==> src/rtl/oddr_serializer.sv <==
// Parallel-to-DDR output serializer: buffers one word behind the shifter and
// emits two bits per clock on Q (first bit while C is high, second while C is low).
module oddr_serializer #(
   parameter int   DATA_WIDTH = 8,
   parameter int   MSB_FIRST  = 1,
   parameter logic INIT_Q     = 1'b0,
   parameter logic IDLE_Q     = 1'b0
) (
   input  logic                  C,
   input  logic                  R,
   input  logic                  CE,
   input  logic [DATA_WIDTH-1:0] TDATA,
   input  logic                  TVALID,
   output logic                  TREADY,
   output logic                  Q,
   output logic                  BUSY,
   output logic                  UNDERRUN
);

   localparam int N     = DATA_WIDTH / 2;
   localparam int CNT_W = (N > 1) ? $clog2(N) : 1;
   localparam logic [CNT_W-1:0] CNT_LAST = CNT_W'(N - 1);

   localparam logic [1:0] ACT_HOLD  = 2'd0;
   localparam logic [1:0] ACT_SHIFT = 2'd1;
   localparam logic [1:0] ACT_LOAD  = 2'd2;
   localparam logic [1:0] ACT_IDLE  = 2'd3;

   // The pair that leaves next always sits at the head of the word.
   function automatic logic [1:0] head_pair(input logic [DATA_WIDTH-1:0] w);
      if (MSB_FIRST != 0) begin
         head_pair = w[DATA_WIDTH-1 -: 2];
      end else begin
         head_pair = {w[0], w[1]};
      end
   endfunction

   function automatic logic [DATA_WIDTH-1:0] drop_pair(input logic [DATA_WIDTH-1:0] w);
      if (MSB_FIRST != 0) begin
         drop_pair = w << 2;
      end else begin
         drop_pair = w >> 2;
      end
   endfunction

   logic [DATA_WIDTH-1:0] buf_r;
   logic                  buf_v_r;
   logic [DATA_WIDTH-1:0] sh_r;
   logic [CNT_W-1:0]      cnt_r;
   logic                  sending_r;
   logic                  p1_r;
   logic                  p2_r;
   logic                  underrun_r;

   logic       last_s;
   logic       load_now_s;
   logic       tready_s;
   logic       accept_s;
   logic [1:0] action_s;

   assign last_s     = (cnt_r == CNT_LAST);
   assign load_now_s = CE & buf_v_r & (~sending_r | last_s);
   assign tready_s   = ~R & CE & (~buf_v_r | load_now_s);
   assign accept_s   = TVALID & tready_s;

   // Select the single action taken at the next enabled posedge.
   always_comb begin
      if (!CE) begin
         action_s = ACT_HOLD;
      end else if (sending_r && !last_s) begin
         action_s = ACT_SHIFT;
      end else if (buf_v_r) begin
         action_s = ACT_LOAD;
      end else begin
         action_s = ACT_IDLE;
      end
   end

   // Holding buffer; may be refilled on the same edge it drains into the shifter.
   always_ff @(posedge C) begin
      if (R) begin
         buf_r   <= '0;
         buf_v_r <= 1'b0;
      end else if (accept_s) begin
         buf_r   <= TDATA;
         buf_v_r <= 1'b1;
      end else if (load_now_s) begin
         buf_v_r <= 1'b0;
      end else begin
         buf_v_r <= buf_v_r;
      end
   end

   // Shifter, pair register and underrun pulse.
   always_ff @(posedge C) begin
      if (R) begin
         sh_r       <= '0;
         cnt_r      <= '0;
         sending_r  <= 1'b0;
         p1_r       <= INIT_Q;
         p2_r       <= INIT_Q;
         underrun_r <= 1'b0;
      end else begin
         underrun_r <= 1'b0;
         case (action_s)
            ACT_SHIFT: begin
               {p1_r, p2_r} <= head_pair(sh_r);
               sh_r         <= drop_pair(sh_r);
               cnt_r        <= cnt_r + CNT_W'(1);
            end
            ACT_LOAD: begin
               {p1_r, p2_r} <= head_pair(buf_r);
               sh_r         <= drop_pair(buf_r);
               cnt_r        <= '0;
               sending_r    <= 1'b1;
            end
            ACT_IDLE: begin
               p1_r       <= IDLE_Q;
               p2_r       <= IDLE_Q;
               sending_r  <= 1'b0;
               underrun_r <= sending_r;
            end
            default: begin
               sending_r <= sending_r;
            end
         endcase
      end
   end

   assign TREADY   = tready_s;
   assign BUSY     = sending_r | buf_v_r;
   assign UNDERRUN = underrun_r;
   // Phase mux: the pair only changes at posedge, so the high phase always shows p1 first.
   assign Q        = C ? p1_r : p2_r;

endmodule
==> config.mk <==
export PLATFORM = sky130hd
export DESIGN_NAME = oddr_serializer
export DESIGN_NICKNAME = d
export VERILOG_FILES = /design/src/rtl/oddr_serializer.sv
export SDC_FILE = /design/constraint.sdc
export NUM_CORES = 1
export LEC_CHECK = 0
export CAP_MARGIN = 25
export CORE_MARGIN = 4
export CORE_UTILIZATION = 44
export CTS_CLUSTER_DIAMETER = 120
export DETAILED_ROUTE_END_ITERATION = 7
export GPL_TIMING_DRIVEN = 0
export PLACE_DENSITY = 0.7
export SYNTH_ARGS = -nofsm -noshare
export SYNTH_HDL_FRONTEND = slang
export SYNTH_SLANG_ARGS = --single-unit
==> constraint.sdc <==
create_clock -name C -period 2 [get_ports C]
set_input_delay 0.4 -clock C [delete_from_list [all_inputs] [get_ports C]]
set_output_delay 0.4 -clock C [all_outputs]
set_load 0.01 [all_outputs]
==> flow_metrics.tcl, run 1 <==
# collected from the flow reports
set metrics [dict create \
    placed_cell_area_um2 1200 \
    tritoncts "yes" \
    fillers 204 \
    min_to "sh_r[2]" \
    seq-power_w 0.000455 \
    combinationalPower_w 0.000171 \
    leakagePower_nw 0.573 \
    lay_top_cells "19 x dfxtp_1, 12 x clkdlybuf4s50_1, 10 x a21oi_1" \
    synth_chip_area_um2 1010 \
    firstDrtPassIters 4 \
    nets 144 \
    gp_congestion 0.707 \
    grt_pass1_wl_um 3360 \
    finalInstanceArea_um2 1310 \
    rsz0062_at_grt "false" \
    reg_top3 "buf_r: 8 flops, sh_r: 6 flops, cnt_r: 2 flops" \
    postCtsHoldBufs 0 \
    seq_share_pct 32.4 \
    utilization_pct 59.9 \
    switching_share_pct 26.4 \
    postCtsSetupRepairBufs 1 \
    powerClk_w 0.000354 \
    crit_buf_inv 1 \
    io_pins 16 \
    relSlewSlack_pct 70.3 \
    largest_reg_flops 8 \
    xor_area_share_pct 0 \
    design.seq.count 21 \
    r2r_cells 8 \
    combPwrFrac_pct 17.4 \
    hold-path-cell-count 2 \
    wl_met3_um 118 \
    die_y_um 55.9 \
    antenna_found_initial 0 \
    n_all_buffers 20 \
    timing.rr.end "sh_r[5]" \
    grt_max_degree 12 \
    top_usage_layer "met2" \
    critPathKind "flop to output pin" \
    setup_tns_ns 0 \
    ys_sh_adder_pct 6.20 \
    min_period_ns 1.93 \
    hpwl_um 1350 \
    setup_viol 0 \
    drc 0 \
    drive_above_1_share_pct 27.6 \
    status "completed" \
    cts.repair.resized 16 \
    top_layer "met4" \
    diodes 0 \
    cp_max_fo 5 \
    warnings 32 \
    largest_class "combinational gates" \
    nonClkBufAreaFrac_pct 13.8 \
]
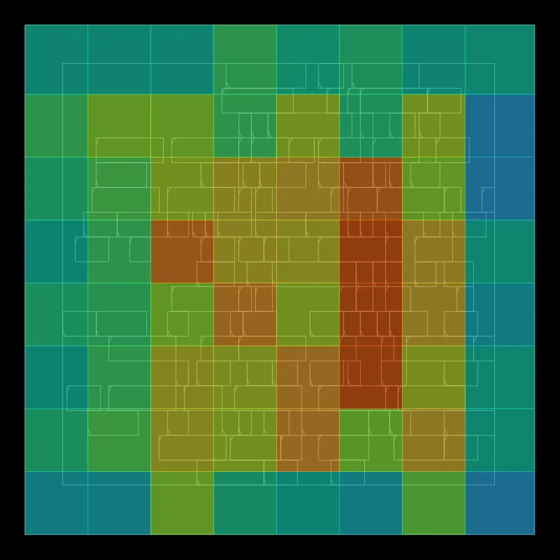
*Routing congestion map, run 1*
met3 Usage GRT: 4.64%
met2 usage: 22.3%
Total Routing Usage GR: 13.9%

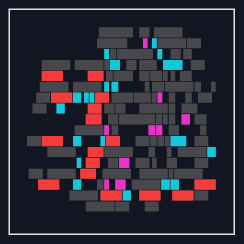
*Logic cells by family, run 1*
Scale: 4 px per um.
- magenta: nand cells (cells 9)
- cyan: nor cells (cells 20)
- red: mux cells (cells 16)

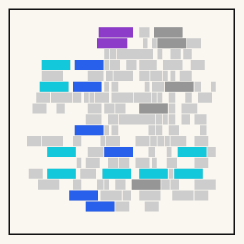
*Sequential cells colored by netlist name, run 1*
Scale: 4 px per um.
- purple: cnt_r (placed flops 2)
- blue: sh_r (placed flops 6)
- cyan: buf_r (placed flops 8)
- not colored: 5

==> run 2, diff against run 1 <==
- CORE_UTILIZATION: 44 -> 46
- PLACE_DENSITY: 0.7 -> 0.73
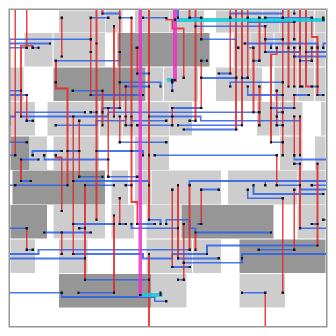
*Zoomed window, run 2*
Window x 15 to 40, y 4 to 29 um. Cells in gray, sequential cells in the stronger gray; small squares are vias.
- blue: M1
- magenta: M4
- red: M2
- cyan: M3
- cells with their middle in the window: 50
- most frequent: a21oi_1 (6), nor2b_1 (6), dfxtp_1 (6)
- sequential cells in the window: 6
- netlist names of flops here include: sh_r (4), buf_r (2)

==> flow_metrics.tcl, run 2 <==
# collected from the flow reports
set metrics [dict create \
    fp-utilization_pct 49.9 \
    synth_chip_area_um2 1010 \
    switching_share_pct 26.8 \
    tightest_slew_ns 0.465 \
    synth_nets 118 \
    top_usage_layer "met2" \
    combinationalPower_w 0.000169 \
    ys_types 24 \
    dp_slack_ns -0.620 \
    seq_share_pct 32.5 \
    min_period_ns 1.94 \
    hold_violations 0 \
    io_pins 16 \
    whs_ns 0.479 \
    grt_usage_pct 16.2 \
    setup_viol 0 \
    vias 762 \
    met2_length_um 878 \
    critical_path_depth 8 \
    nonClkBufAreaFrac_pct 13.8 \
    status "completed" \
    leakagePower_nw 0.567 \
    finalInstanceArea_um2 1310 \
    top_power_group "registers" \
    edf_count 0 \
    diodes 0 \
    grt_pass1_wl_um 3210 \
    antenna_found_initial 0 \
    die_y_um 54.9 \
    utilization_pct 64.8 \
    grtUsageMet3_pct 7.36 \
    synth_top_area_share_pct 41.6 \
    logic_area_um2 583 \
    xor_area_share_pct 0 \
    global_route.usage.met1_pct 16.9 \
    cts.repair.resized 15 \
    tritoncts "yes" \
    drc 0 \
    hold-path-cell-count 2 \
    fp.dieW_um 54.9 \
    startpoint "cnt_r[0]" \
    muxShareOfSynthArea_pct 20.3 \
    wl_per_cell_um 12.8 \
    fillers 160 \
    n_all_buffers 19 \
    common_cells "21 x dfxtp_1, 11 x a21oi_1, 9 x nor2_1, 8 x mux2_4, 8 x nor2b_1" \
    hpwl_um 1280 \
    largest_reg_flops 8 \
    critPathKind "flop to flop" \
    clk_pin_slew_ns 0.12 \
    warnings 32 \
    powerClk_w 0.000359 \
    numSynthFlops 21 \
    reg_top3 "buf_r: 8 flops, sh_r: 6 flops, cnt_r: 2 flops" \
    row_count 16 \
    sh_comb_area_pct 44.5 \
    gp_congestion 0.712 \
    min_from "sh_r[3]" \
    min_to "sh_r[3]" \
    nets 143 \
    combPwrFrac_pct 17.2 \
    r2r_cells 8 \
    drive_above_1_share_pct 27.0 \
    core_um2 2020 \
    postCtsSetupRepairBufs 1 \
    finClkSkew_ns 0.00796 \
    relSlewSlack_pct 69.0 \
    final.clkbuf_count 10 \
    cp_max_fo 10 \
    use_met2_pct 24.0 \
    grt_max_degree 12 \
    start_kind "flop" \
    firstDrtPassIters 4 \
    crit_buf_inv 2 \
    largest_class "combinational gates" \
    postCtsHoldBufs 0 \
    lay_top_cells "19 x dfxtp_1, 12 x clkdlybuf4s50_1, 10 x a21oi_1" \
    wl_met3_um 135 \
    placed_cell_area_um2 1190 \
    synth_top_cell_by_count "dfxtp_1" \
    pwr-share-clk_pct 36.4 \
    top_layer "met4" \
    design.seq.count 21 \
    timing.rr.end "sh_r[7]" \
    ys_sh_adder_pct 6.20 \
    setup_tns_ns 0 \
    seq-power_w 0.000457 \
    critPathRequiredTime_ns 2.30 \
]
==> run 3, diff against run 2 <==
- clock period: 2 -> 1.6 ns (I/O delays scaled with it)
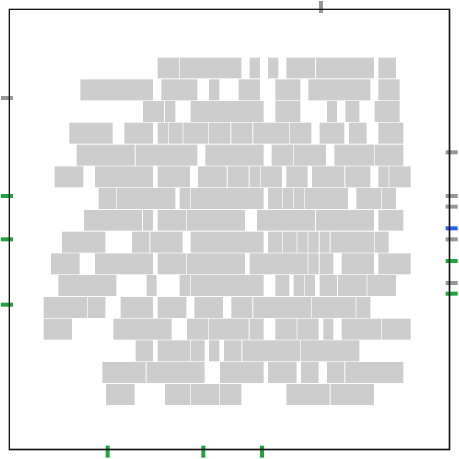
*Ports around the boundary, run 3*
Scale: 8 px per um. Pins as bars across the die edge, other pins in gray.
- green: TDATA (pins 8; direction input; edge 3 south, 3 west, 2 east)
- blue: CE (pins 1; direction input; edge east)
- all pins by edge: 8 east, 4 west, 3 south, 1 north

==> flow_metrics.tcl, run 3 <==
# collected from the flow reports
set metrics [dict create \
    diodes 0 \
    top_layer "met4" \
    synth_top_cell_by_count "dfxtp_1" \
    fp.dieW_um 54.9 \
    setup_tns_ns -2.51 \
    combinationalPower_w 0.000291 \
    xor_area_share_pct 0 \
    setup_viol 20 \
    critPathKind "flop to flop" \
    min_period_ns 1.90 \
    edf_count 0 \
    grtUsageMet3_pct 11.4 \
    placed_cell_area_um2 1240 \
    min_to "sending_r" \
    sh_comb_area_pct 42.5 \
    wl_met3_um 185 \
    wl_per_cell_um 17.1 \
    cp_max_fo 6 \
    whs_ns 0.426 \
    common_cells "21 x dfxtp_1, 11 x a21oi_1, 9 x nor2_1, 8 x mux2_4, 8 x nor2b_1" \
    switching_share_pct 28.2 \
    grt_pass1_wl_um 3950 \
    r2r_cells 9 \
    relSlewSlack_pct 67.6 \
    synth_chip_area_um2 1010 \
    warnings 35 \
    vias 899 \
    powerClk_w 0.000612 \
    drive_above_1_share_pct 40.6 \
    cts.repair.resized 27 \
    reg_top3 "buf_r: 8 flops, sh_r: 6 flops, cnt_r: 2 flops" \
    numSynthFlops 21 \
    drc 0 \
    pwr-share-clk_pct 41.5 \
    largest_class "combinational gates" \
    final.clkbuf_count 10 \
    ys_types 24 \
    nonClkBufAreaFrac_pct 19.7 \
    combPwrFrac_pct 19.7 \
    leakagePower_nw 0.667 \
    tritoncts "yes" \
    rsz0062_at_grt "true" \
    synth_nets 118 \
    nets 155 \
    gp_congestion 0.716 \
    largest_reg_flops 8 \
    synth_top_area_share_pct 41.6 \
    postCtsSetupRepairBufs 6 \
    hpwl_um 1370 \
    firstDrtPassIters 4 \
    failed_checks "setup timing" \
    utilization_pct 74.2 \
    crit_buf_inv 2 \
    clk_pin_slew_ns 0.13 \
    global_route.usage.met1_pct 17.3 \
    die_y_um 54.9 \
    top_power_group "clock" \
    design.seq.count 21 \
    muxShareOfSynthArea_pct 20.3 \
    fin_ws_ns -0.300 \
    critical_path_depth 9 \
    grt_max_degree 12 \
    postCtsHoldBufs 0 \
    grt_usage_pct 20.4 \
    lay_top_cells "18 x dfxtp_1, 10 x buf_4, 10 x clkdlybuf4s50_1" \
    start_kind "flop" \
    status "finished, violations left" \
    fillers 140 \
    logic_area_um2 638 \
    ys_sh_adder_pct 6.20 \
    finClkSkew_ns 0.0128 \
    min_from "CE" \
    finalInstanceArea_um2 1500 \
    seq_share_pct 28.3 \
    seq-power_w 0.000572 \
    timing.rr.end "p2_r" \
]
No activity file was given, so power comes from the tool's default toggle rates.
